### Placed cells, one color a class, run 1

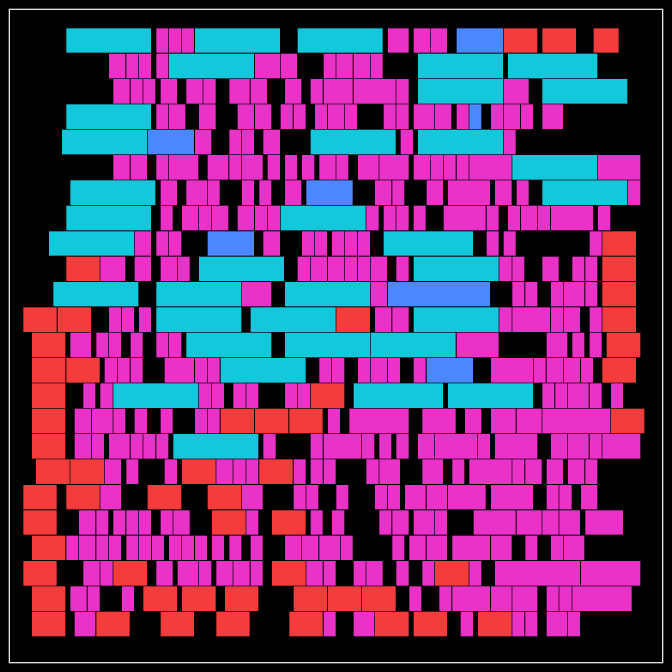
### Gate-type map, run 1

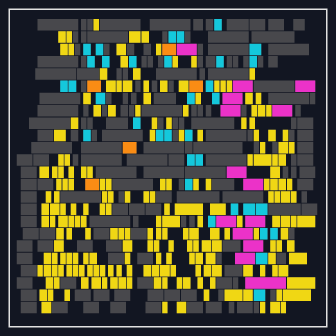
### The clock network, run 1

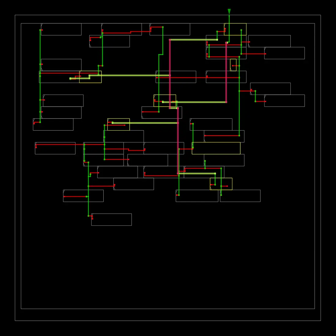
File: src/rtl/uart_pkg.sv
// Shared UART definitions: scheduler state encoding and frame timing helper.
package uart_pkg;

  typedef enum logic [1:0] {INIT, IDLE, START, WAIT} TxSchedState;

  // Clocks from the start pulse to the end of the guard window.
  // The transmitter adds 2 cycles of latency ahead of its 10 bit slots.
  function automatic int frame_cycles(int clock_frequency, int baud_rate, int guard);
    return 10 * (clock_frequency / baud_rate) + 2 + guard;
  endfunction

endpackage

File: src/rtl/uart_rr_arbiter.sv
// Rotate-priority arbiter: searches from pointer+1 (mod NUM_REQ) for the first valid.
module uart_rr_arbiter #(
  parameter int NUM_REQ = 4,
  localparam int IW = $clog2(NUM_REQ)
) (
  input  logic [NUM_REQ-1:0] valid,
  input  logic [IW-1:0]      pointer,
  output logic [NUM_REQ-1:0] grant,
  output logic [IW-1:0]      grant_idx
);

  // Walk the requesters in rotated order and latch onto the first valid one.
  always_comb begin
    logic    found;
    int      s;
    logic [IW-1:0] k;
    grant     = '0;
    grant_idx = '0;
    found     = 1'b0;
    s         = 0;
    k         = '0;
    for (int i = 1; i <= NUM_REQ; i++) begin
      s = int'(pointer) + i;
      if (s >= NUM_REQ) s = s - NUM_REQ;
      k = IW'(s);
      if (!found && valid[k]) begin
        found     = 1'b1;
        grant[k]  = 1'b1;
        grant_idx = k;
      end
    end
  end

endmodule

File: src/rtl/uart_tx_scheduler.sv
// Shares one uart_transmitter among NUM_REQ byte sources. The transmitter gives
// no completion indication, so each frame is timed here and the byte is held
// on o_tx_data for the whole frame.
module uart_tx_scheduler
  import uart_pkg::*;
#(
  parameter int NUM_REQ         = 4,
  parameter int CLOCK_FREQUENCY = 250000000,
  parameter int BAUD_RATE       = 10000,
  parameter int GUARD_CYCLES    = 2,
  localparam int IW             = $clog2(NUM_REQ)
) (
  input  logic                 clk,
  input  logic                 i_reset_n,
  input  logic [NUM_REQ-1:0]   i_req_valid,
  input  logic [NUM_REQ*8-1:0] i_req_data,
  output logic [NUM_REQ-1:0]   o_req_ready,
  output logic [7:0]           o_tx_data,
  output logic                 o_tx_start,
  output logic                 o_tx_reset,
  output logic                 o_busy,
  output logic [IW-1:0]        o_grant_id
);

  localparam int CYCLES_PER_SAMPLE = CLOCK_FREQUENCY / BAUD_RATE;
  localparam int FRAME_CYCLES      = frame_cycles(CLOCK_FREQUENCY, BAUD_RATE, GUARD_CYCLES);
  localparam int CW                = $clog2(FRAME_CYCLES + 1);

  TxSchedState          state;
  logic                 init_cnt;
  logic [IW-1:0]        ptr;
  logic [CW-1:0]        wait_cnt;
  logic [NUM_REQ-1:0]   arb_grant;
  logic [IW-1:0]        arb_idx;
  logic                 arb_any;
  logic [7:0]           sel_data;

  uart_rr_arbiter #(.NUM_REQ(NUM_REQ)) u_arb (
    .valid     (i_req_valid),
    .pointer   (ptr),
    .grant     (arb_grant),
    .grant_idx (arb_idx)
  );

  assign arb_any     = |arb_grant;
  assign sel_data    = i_req_data[8*arb_idx +: 8];
  assign o_req_ready = (state == IDLE) ? arb_grant : '0;
  assign o_busy      = (state != IDLE);

  // Scheduler FSM: hold transmitter in reset, accept one byte, pulse start,
  // then wait out the frame plus guard before accepting again.
  always_ff @(posedge clk or negedge i_reset_n) begin
    if (!i_reset_n) begin
      state      <= INIT;
      init_cnt   <= 1'b0;
      ptr        <= IW'(NUM_REQ - 1);
      wait_cnt   <= '0;
      o_tx_reset <= 1'b1;
      o_tx_start <= 1'b0;
      o_tx_data  <= '0;
      o_grant_id <= '0;
    end else begin
      case (state)
        INIT: begin
          if (init_cnt) begin
            state      <= IDLE;
            o_tx_reset <= 1'b0;
          end else begin
            init_cnt <= 1'b1;
          end
        end
        IDLE: begin
          if (arb_any) begin
            o_tx_data  <= sel_data;
            o_grant_id <= arb_idx;
            ptr        <= arb_idx;
            o_tx_start <= 1'b1;
            state      <= START;
          end
        end
        START: begin
          o_tx_start <= 1'b0;
          wait_cnt   <= CW'(FRAME_CYCLES - 1);
          state      <= WAIT;
        end
        WAIT: begin
          if (wait_cnt == '0) state <= IDLE;
          else                wait_cnt <= wait_cnt - CW'(1);
        end
        default: state <= INIT;
      endcase
    end
  end

  // CYCLES_PER_SAMPLE documents the bit period the frame length is built from.
  logic unused_cps;
  assign unused_cps = (CYCLES_PER_SAMPLE == 0);

endmodule

File: config.mk
export PLATFORM = sky130hd
export DESIGN_NAME = uart_tx_scheduler
export DESIGN_NICKNAME = d
export VERILOG_FILES = /design/src/rtl/uart_pkg.sv /design/src/rtl/uart_rr_arbiter.sv /design/src/rtl/uart_tx_scheduler.sv
export SDC_FILE = /design/constraint.sdc
export NUM_CORES = 1
export LEC_CHECK = 0
export ABC_AREA = 1
export CORE_UTILIZATION = 58
export CTS_BUF_LIST = sky130_fd_sc_hd__clkbuf_8
export CTS_CLUSTER_DIAMETER = 100
export DETAILED_ROUTE_END_ITERATION = 12
export GPL_TIMING_DRIVEN = 1
export PLACE_DENSITY = 0.89
export SETUP_SLACK_MARGIN = 0.4
export SYNTH_ARGS = -nofsm -noshare
export SYNTH_HDL_FRONTEND = slang
export SYNTH_SLANG_ARGS = --single-unit
File: constraint.sdc
create_clock -name clk -period 3.7 [get_ports clk]
set_input_delay 0.37 -clock clk [delete_from_list [all_inputs] [get_ports clk]]
set_output_delay 0.37 -clock clk [all_outputs]
set_load 0.005 [all_outputs]
==> results.yml, run 1 <==
# physical design summary
run_status:
  outcome: "finished clean"
min_path:
  holdPathEnd: "o_tx_reset"
  hold_depth: 1
setup_path:
  crit_required_ns: 3.33
  path_delay_family: "buffers and inverters"
  crit_path_end_kind: "primary output"
  cp.arrival_ns: 2.76
  crit_chain: "inv_1 -> ha_4 -> inv_1 -> nand2_1 -> nand2_2 -> nor2_2 -> nand2_1 -> nand3_1 -> nand2_1 -> inv_1 -> clkdlybuf4s50_1"
  r2r_end: "o_tx_data[5]"
  reg2reg_slack_ns: 0.86
  worst-path-max-fanout: 9
drt:
  postRouteWirelength_um: 6210
  detail-route-antenna-nets: 0
  drt_iter0_drc: 143
  drt-pass1-iter-count: 5
  wl_per_cell_um: 12.8
  drc: 0
clocking:
  clk_pin_slew_worst_paths_ns: 0.07
  cts_num_sinks: 35
  insertion_delay_ns: 0.29
  cts_max_path_buffers: 2
  cts_tree: "yes"
  htree_levels: 2
yosys:
  ys_ff: 35
  yosys_most_used_dff: "dfrtp_1"
  top_cells_by_area: "dfrtp_1, nand2_1, nand3_1"
  synth-async-reset-ratio_pct: 100
  ys_area_mm2: 0.00268
  synth_cell_type_count: 35
  synth-warning-count: 0
  netlist.area_leader.share_pct: 29.9
  yosysSeqAreaShare_pct: 32.9
  yosys.area.top_type: "dfrtp_1"
  syn_inst: 380
sta:
  rsz0062_at_grt: "false"
  min_period_ns: 3.13
  setup_ws_ns: 0.572
  finalCritPeriodShare_pct: 84.5
  finalSetupTns_ns: 0
  fin_skew_ns: 0.00895
  setup_viol: 0
power_and_ir_drop:
  p_int_uw: 1510
  p_per_area_mw_per_mm2: 966
  power_switching_uw: 1710
placement:
  dp_hpwl_um: 4480
  placed_area_mm2: 0.00322
  io_buffers: 54
  gp_congestion: 0.919
cells_and_area:
  syn_to_final_growth_pct: 24.8
  fillers: 343
  regArea_um2: 880
  nNetsFinal: 487
job:
  tool_warnings: 38
  maxCapViolations: 0
grt:
  grt_pass1_wl_um: 10700
  grt_pass1_vias: 2471
die:
  die-height_um: 69.9
  num_io_pins: 55
  fp_util_pct: 61.0
About 'Placed cells, one color a class':
Cyan stands for flip-flops, cells 35, share of their area 27%. Red stands for other buffers and delay cells, cells 55, share of their area 17%. Magenta stands for all other logic, cells 338, share of their area 53%. Blue stands for clock drivers and dummy loads, cells 7, share of their area 3.1%.
post-route design area: 0.00334 mm^2
Post-Route Utilization: 76.2%

About 'Gate-type map':
Yellow stands for NAND gates, cells 207, where widely spread. Orange stands for XOR/XNOR gates, cells 5. Magenta stands for adder and majority cells, cells 14. Cyan stands for inverting AOI/OAI gates, cells 34.
Commonest Layout Cell: nand2_1
Final Non-Filler Cells: 487
logic share of the area: 47.1%

About 'The clock network':
CLK BUF: 5
final sequential cell count: 35
CTS buffer count: 5
P_clk: 331 uW

==> run 1: timing repair <==
item | CTS | global route
hold buffers | 0 | 0
endpoints found under the setup margin | 0 | 4
resized | 0 | 1
==> run 1: how the worst max path moves through the flow <==
stage	from	end	slack [ns]	cells after the start
2_1_floorplan	ptr[0]	o_tx_data[4]	1.32	17
3_3_place_gp	ptr[0]	o_tx_data[7]	0.88	15
3_5_place_dp	ptr[0]	o_req_ready[0]	0.82	11
4_1_cts	ptr[0]	o_req_ready[0]	0.51	11
5_1_grt	ptr[1]	o_req_ready[2]	0.41	11
6_report	ptr[1]	o_req_ready[0]	0.57	11
==> run 1: cells by family (layout without fill, tap and decap cells) <==
logic type | count (synthesis) | in the layout | share of synthesized area [%]
xor+xnor | 5 | 5 | 1.64
simple gates | 242 | 242 | 43.3
fa+ha+maj | 14 | 14 | 6.55
compound gates | 34 | 34 | 6.88
flops | 35 | 35 | 32.9
buf+inv | 50 | 105 | 8.75
==> run 1: power groups by stage <==
stage                     clock [uW]  combinational, uW  sequential (uW)
after CTS                        332               2210              642
after detailed placement           0               2200              646
after floorplan                    0               1780              611
final                            331               2250              645
after global routing             348               2540              662
after global placement             0               2140              641
==> run 1: state kept, by name, summed over array words and instances, names as in the netlist <==
| name | cells |
|---|---|
| ptr | 2 |
| o_tx_reset | 1 |
| o_grant_id | 2 |
| state | 2 |
| o_tx_data | 8 |
| init_cnt | 1 |
| o_tx_start | 1 |
| wait_cnt | 18 |
==> run 1: cells in the mapped netlist, types with 5 or more instances <==
| cell | number |
|---|---|
| dfrtp_1 | 32 |
| nor2_1 | 24 |
| nand4_1 | 6 |
| nand2_2 | 21 |
| ha_1 | 14 |
| a21oi_1 | 11 |
| nand2_1 | 129 |
| nand2_4 | 5 |
| nand3_1 | 40 |
| o21ai_1 | 5 |
| o21ai_0 | 12 |
| nor3_1 | 5 |
| inv_1 | 38 |
==> run 1: placed cells by master, fill, tap and decap left out, types with 2 or more instances in the layout <==
cell,instances
inv_1,39
dfstp_2,3
clkbuf_8,5
clkdlybuf4s50_1,54
nor2_1,24
nand3_1,40
nand3_4,3
nor2_2,2
nand2_1,129
xor2_1,4
a21boi_0,3
o21ai_1,5
nand4_1,6
inv_2,3
ha_1,13
nand2_2,21
nor3_1,5
o21ai_0,12
a21boi_1,2
dfrtp_1,32
nand2_4,5
nand3b_1,2
a21oi_1,11
==> run 1: area by class of cell <==
type / count / area share, %
clock buffers: 5 / 2.06
clock inverters: 2 / 1.01
inverters: 43 / 5.10
multi-input cells: 295 / 47.1
flip-flops and latches: 35 / 26.3
well taps: 52 / 1.95
repair buffers: 55 / 16.4
==> run 1: routing by layer <==
layer  wire length, um  track usage (%)  up-vias
li1                  -                -     1321
met1              2680             34.6     1231
met2              3130             45.3       95
met3               328             5.34       12
met4                73             8.00        0
met5                 0                0        -
==> run 1: per-stage QoR <==
stage	util (%)	hold slack, ns	power, uW	std cells
floorplan	-	0.0744	2390	380
global placement	73.5	0.438	2780	480
detailed placement	73.5	0.442	2840	480
CTS	75.9	0.452	3190	487
global route	76.2	0.499	3550	487
finish	76.2	0.451	3230	487
### Routed clock nets over the placement, run 1

Bar = 20 um.
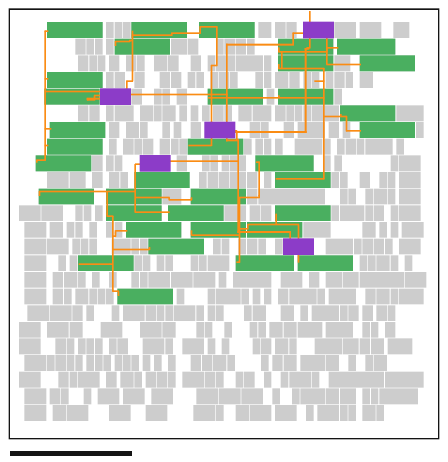

--- run 2 (diff from run 1) ---
Settings changed: CORE_UTILIZATION 58 to 53, PLACE_DENSITY 0.89 to 0.82.
Clock period 3.7 ns to 3.22 ns, I/O delays scaled along.
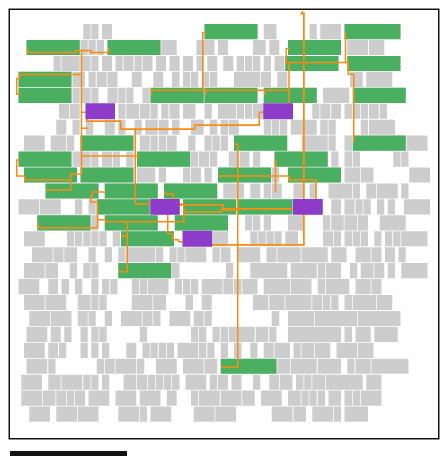
*Routed clock nets over the placement, run 2*
Bar = 20 um.
Purple stands for cells driving clock nets, count 5. Green stands for flip-flops, count 35. Orange stands for clock wires, length 455 um.
There are 6 routed clock nets.
clock skew: 0.0116 ns
clock share of power: 8.4%
Clock Latency Late Sink: 0.29 ns
P_clk: 325 uW

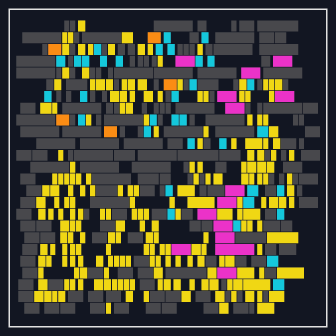
*Gate-type map, run 2*
Orange stands for XOR/XNOR gates, cells 5. Magenta stands for adder and majority cells, cells 14. Cyan stands for inverting AOI/OAI gates, cells 34. Yellow stands for NAND gates, cells 207, where widely spread.
logic share of the area: 46.1%
Final Non-Filler Cells: 514

==> run 2 against run 1 <==
Non-clock buffer count is 11 higher. Die size is 9.2% higher. Sequential share of layout area is 0.97 points lower. Largest cell class unchanged. Clock skew is 0.0027 ns higher. Via count is 0.56% lower.
==> results.yml, run 2 <==
# physical design summary
cells_and_area:
  lay_top_count: "nand2_1"
  largest_reg_flops: 18
  lay_top_cells: "nand2_1, clkdlybuf4s50_1, nand3_1, inv_1, dfrtp_1"
  fillers: 384
  fin_util_pct: 72.4
  largest-register: "wait_cnt"
  syn_to_final_growth_pct: 29.6
yosys:
  synth-async-reset-ratio_pct: 100
  ys_ff: 35
  synth-warning-count: 0
  synth_cell_type_count: 35
  yosys.area.top_type: "dfrtp_1"
  yosys_most_used_dff: "dfrtp_1"
  netlist.area_leader.share_pct: 29.9
drt:
  wl_met2_um: 3200
  drt_iter0_drc: 104
  wl_per_cell_um: 12.2
  postRouteWirelength_um: 6270
  drt-pass1-iter-count: 4
placement:
  io_buffers: 54
  dp_hpwl_um: 4620
  dp_cells: 498
sta:
  setup_ws_ns: 0.687
  finalSetupTns_ns: 0
  fin_hold_ws_ns: 0.439
clocking:
  htree_levels: 2
  cts_made_buffers: 5
  clk_pin_slew_worst_paths_ns: 0.07
  cts_tree: "yes"
  cts_num_sinks: 35
grt:
  grt_pass1_wl_um: 10600
job:
  tool_warnings: 37
power_and_ir_drop:
  p_per_area_mw_per_mm2: 1110
die:
  fp_util_pct: 55.9
run_status:
  outcome: "finished clean"
==> run 2: layout make-up <==
class | count | area share (%)
inverters | 43 | 5.02
flip-flops and latches | 35 | 25.4
clock inverters | 2 | 0.253
well taps | 67 | 2.42
clock buffers | 6 | 2.38
repair buffers | 66 | 18.5
multi-input cells | 295 | 46.1
==> run 2: where the power goes <==
| part | internal [uW] | switching [uW] |
|---|---|---|
| clock | 169 | 155 |
| sequential | 598 | 107 |
| combinational | 1080 | 1750 |
==> run 2: cell families after synthesis <==
kind of cell | count (synthesis) | synth area share (%)
xor+xnor | 5 | 1.64
fa+ha+maj | 14 | 6.55
flops | 35 | 32.9
buf+inv | 50 | 8.75
compound gates | 34 | 6.88
simple gates | 242 | 43.3
==> run 2: path summary, 6_finish.rpt <==
kind	from	end	cells past startpoint
hold / removal	i_reset_n	o_tx_start	2
hold reg to reg	o_tx_data[6]	o_tx_data[6]	2
setup reg to reg	ptr[1]	o_tx_data[0]	17
max in group asynchronous	i_reset_n	ptr[1]	2
setup / recovery	ptr[1]	o_tx_data[0]	17
min in group clk	o_tx_data[6]	o_tx_data[6]	2
==> run 2: repair_timing <==
action	4_1_cts	5_1_grt
pin swaps	1	11
gates resized	3	9
cloned	0	0
hold buffers	0	0
endpoints found under the setup margin	4	4
buffers inserted	2	6
==> run 2: per-layer routing <==
layer	vias to the layer above	GRT usage, %
met3	12	5.39
met5	-	0
li1	1337	-
met1	1206	30.3
met4	0	8.93
met2	89	46.1
==> run 2: per-stage QoR <==
stage               total power [uW]  instance area, um^2
CTS                             3730                 3390
detailed placement              3340                 3270
finish                          3860                 3470
floorplan                       2740                 2680
global placement                3290                 3270
global route                    4280                 3470
==> run 2: critical path, cell delays in order, from the launching register on <==
cell and delay (ns):
dfstp_2 0.56, clkinvlp_4 0.11, ha_4 0.30, inv_2 0.06, nand3_4 0.10, nand2_8 0.08
nor2_8 0.15, buf_4 0.13, nand2_4 0.05, clkinv_2 0.06, nand3_4 0.18, nand2_4 0.28
nand2_1 0.08, nand2_1 0.07, nand2_1 0.05, nand2_1 0.08, nand2_1 0.05, nand2_1 0.06
### The clock network, run 2

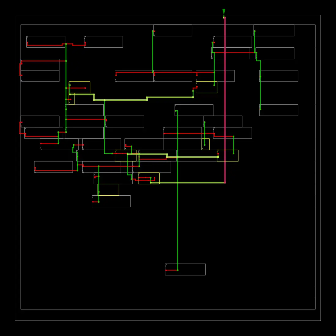

--- run 3 (diff from run 2) ---
Clock period 3.22 ns to 2.5 ns, I/O delays scaled along.
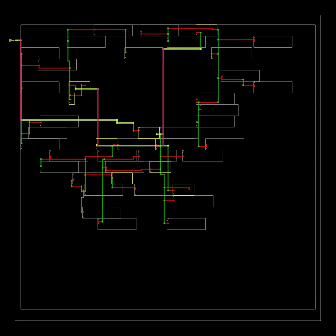
*The clock network, run 3*
P_clk: 448 uW
CLK BUF: 7
# clock sinks: 35
clock skew: 0.00530 ns

==> run 3 against run 2 <==
Global-route usage grew 3.7 points. Cell count rose by 3.7%. Critical path depth is 1 lower. Via count up 7.0%. Sequential share of layout area down 2.8 points. Core utilization is 8.9 points higher. Highest routed layer unchanged. Register-to-register slack worse by 0.62 ns. Largest power group unchanged. Fmax increased by 4.2%. Die size unchanged. Total power increased by 62%. Combinational power rose by 73%. Sequential power up 31%.
==> results.yml, run 3 <==
# physical design summary
sta:
  finalCritPeriodShare_pct: 97.2
  fin_hold_ws_ns: 0.359
  setup_ws_ns: 0.0696
  setup_viol: 0
  rsz0062_at_grt: "true"
setup_path:
  startpoint: "ptr[0]"
  r2r_cells: 16
  r2r_end: "o_grant_id[1]"
  critPathMaxStageDelay_ns: 0.60
  reg2reg_slack_ns: 0.07
  critical_path_depth: 16
  cp.arrival_ns: 2.64
  rr_startpoint: "ptr[0]"
  worst-path-max-fanout: 8
yosys:
  most_common_cell: "nand2_1"
  common_cells: "nand2_1, nand3_1, inv_1, dfrtp_1, nor2_1"
  yosys_most_used_dff: "dfrtp_1"
  yosys.area.top_type: "dfrtp_1"
  synth-warning-count: 0
  synth-async-reset-ratio_pct: 100
  yosysSeqAreaShare_pct: 32.9
  netlist.area_leader.share_pct: 29.9
  top_cells_by_area: "dfrtp_1, nand2_1, nand3_1"
  logic_family: "simple AND/OR/NAND/NOR gates"
  synthAdderAreaFrac_pct: 6.55
  syn_inst: 380
  ys_ff: 35
  ys_area_mm2: 0.00268
  ys_sh_aoi_pct: 6.88
  synth_cell_type_count: 35
  xor_area_share_pct: 1.64
placement:
  io_buffers: 54
  gp_congestion: 0.987
  dp_hpwl_um: 4620
cells_and_area:
  fillers: 302
  lay_top_count: "nand2_1"
  largest_reg_flops: 18
  nNetsFinal: 517
power_and_ir_drop:
  power_switching_uw: 3250
  p_clk_share_pct: 7.1
  combPwrFrac_pct: 78.2
  seqPwrFrac_pct: 14.7
clocking:
  htree_levels: 2
  cts_tree: "yes"
  cts_made_buffers: 5
  clk_pin_slew_worst_paths_ns: 0.07
  insertion_delay_ns: 0.29
drt:
  drt_iter0_drc: 116
  detail-route-antenna-nets: 0
  wl_per_cell_um: 14.4
  drt-pass1-iter-count: 5
  postRouteWirelength_um: 7680
run_status:
  outcome: "finished clean"
grt:
  grt_pass1_vias: 2651
  grt_pass1_wl_um: 12000
die:
  num_io_pins: 55
  die-height_um: 73.0
job:
  maxCapViolations: 0
  tool_warnings: 40
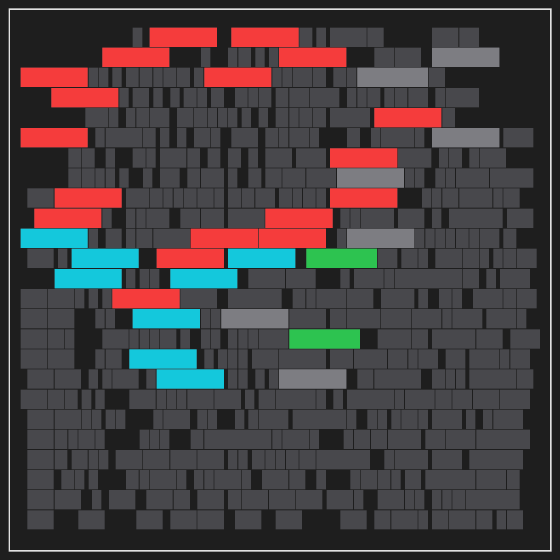
*Where the registers sit, run 3*
Red stands for `wait_cnt`, placed flops 18. Green stands for `ptr`, placed flops 2. Cyan stands for `o_tx_data`, placed flops 8.
Another 7 sequential cells are not colored.
sequential cell area share: 22.6%
Post-Route Utilization: 81.3%

run 3: cell counts after synthesis:
No cell type changed its count.
run 3: cell type report:
cell class	instances	area, um^2	share of cell area (%)
clock buffer	7	96.3	2.48
tap	67	83.8	2.15
clock inverter	1	3.75	0.0965
sequential	35	880	22.6
timing repair buffer	85	847	21.8
inverter	43	184	4.73
multi-input combinational	295	1800	46.2
run 3: worst min path at each step:
stage | slack (ns) | cells past startpoint | endpoint
after floorplan | -0.05 | 0 | init_cnt
after global placement | 0.44 | 1 | o_tx_reset
after detailed placement | 0.45 | 1 | o_tx_reset
after CTS | 0.37 | 2 | init_cnt
after global routing | 0.41 | 2 | init_cnt
final | 0.36 | 2 | init_cnt
run 3: power groups by stage:
stage	clock (uW)	sequential (uW)	combinational [uW]
2_1_floorplan	0	904	2690
3_3_place_gp	0	904	3400
3_5_place_dp	0	912	3500
4_1_cts	458	910	4150
5_1_grt	484	941	5320
6_report	448	922	4900
run 3: through the flow:
stage / std cells / cell area (um^2) / util, % / power (uW)
6_report: 533 / 3890 / 81.3 / 6270
5_1_grt: 533 / 3890 / 81.3 / 6750
4_1_cts: 526 / 3630 / 75.9 / 5510
3_5_place_dp: 502 / 3320 / 69.5 / 4420
3_3_place_gp: 502 / 3320 / 69.5 / 4300
2_1_floorplan: 380 / 2710 / - / 3600
run 3: cell families after synthesis:
group	count (synthesis)
fa+ha+maj	14
simple gates	242
compound gates	34
flops	35
buf+inv	50
xor+xnor	5
run 3: per-layer routing:
metal / vias to the layer above / global-route usage (%) / share of wire [%]
li1: 1376 / - / -
met1: 1334 / 35.4 / 40
met2: 87 / 51.0 / 52
met3: 31 / 6.63 / 4.5
met4: 0 / 11.3 / 3.7
met5: - / 0 / 0
run 3: what timing repair did:
item                       4_1_cts  5_1_grt
hold endpoints to repair         0        0
gates cloned                     0        1
pin swaps                       13       22
setup buffers                   16        6
resized                         38       47
setup endpoints to repair       28       30
run 3: worst register-to-register path, cell delays in order, from the launching register on:
cell,delay (ns)
dfstp_2,0.60
inv_8,0.04
ha_4,0.30
inv_4,0.05
nand3_4,0.10
nand2_8,0.09
nand2_1,0.06
a21boi_2,0.16
nand3_2,0.09
buf_4,0.14
buf_4,0.13
nor2_4,0.11
nand2_2,0.10
nand2_8,0.13
buf_6,0.11
nand2_1,0.05
o21ai_1,0.09
Power figures rest on the tool's default switching activity, not on a simulated workload.
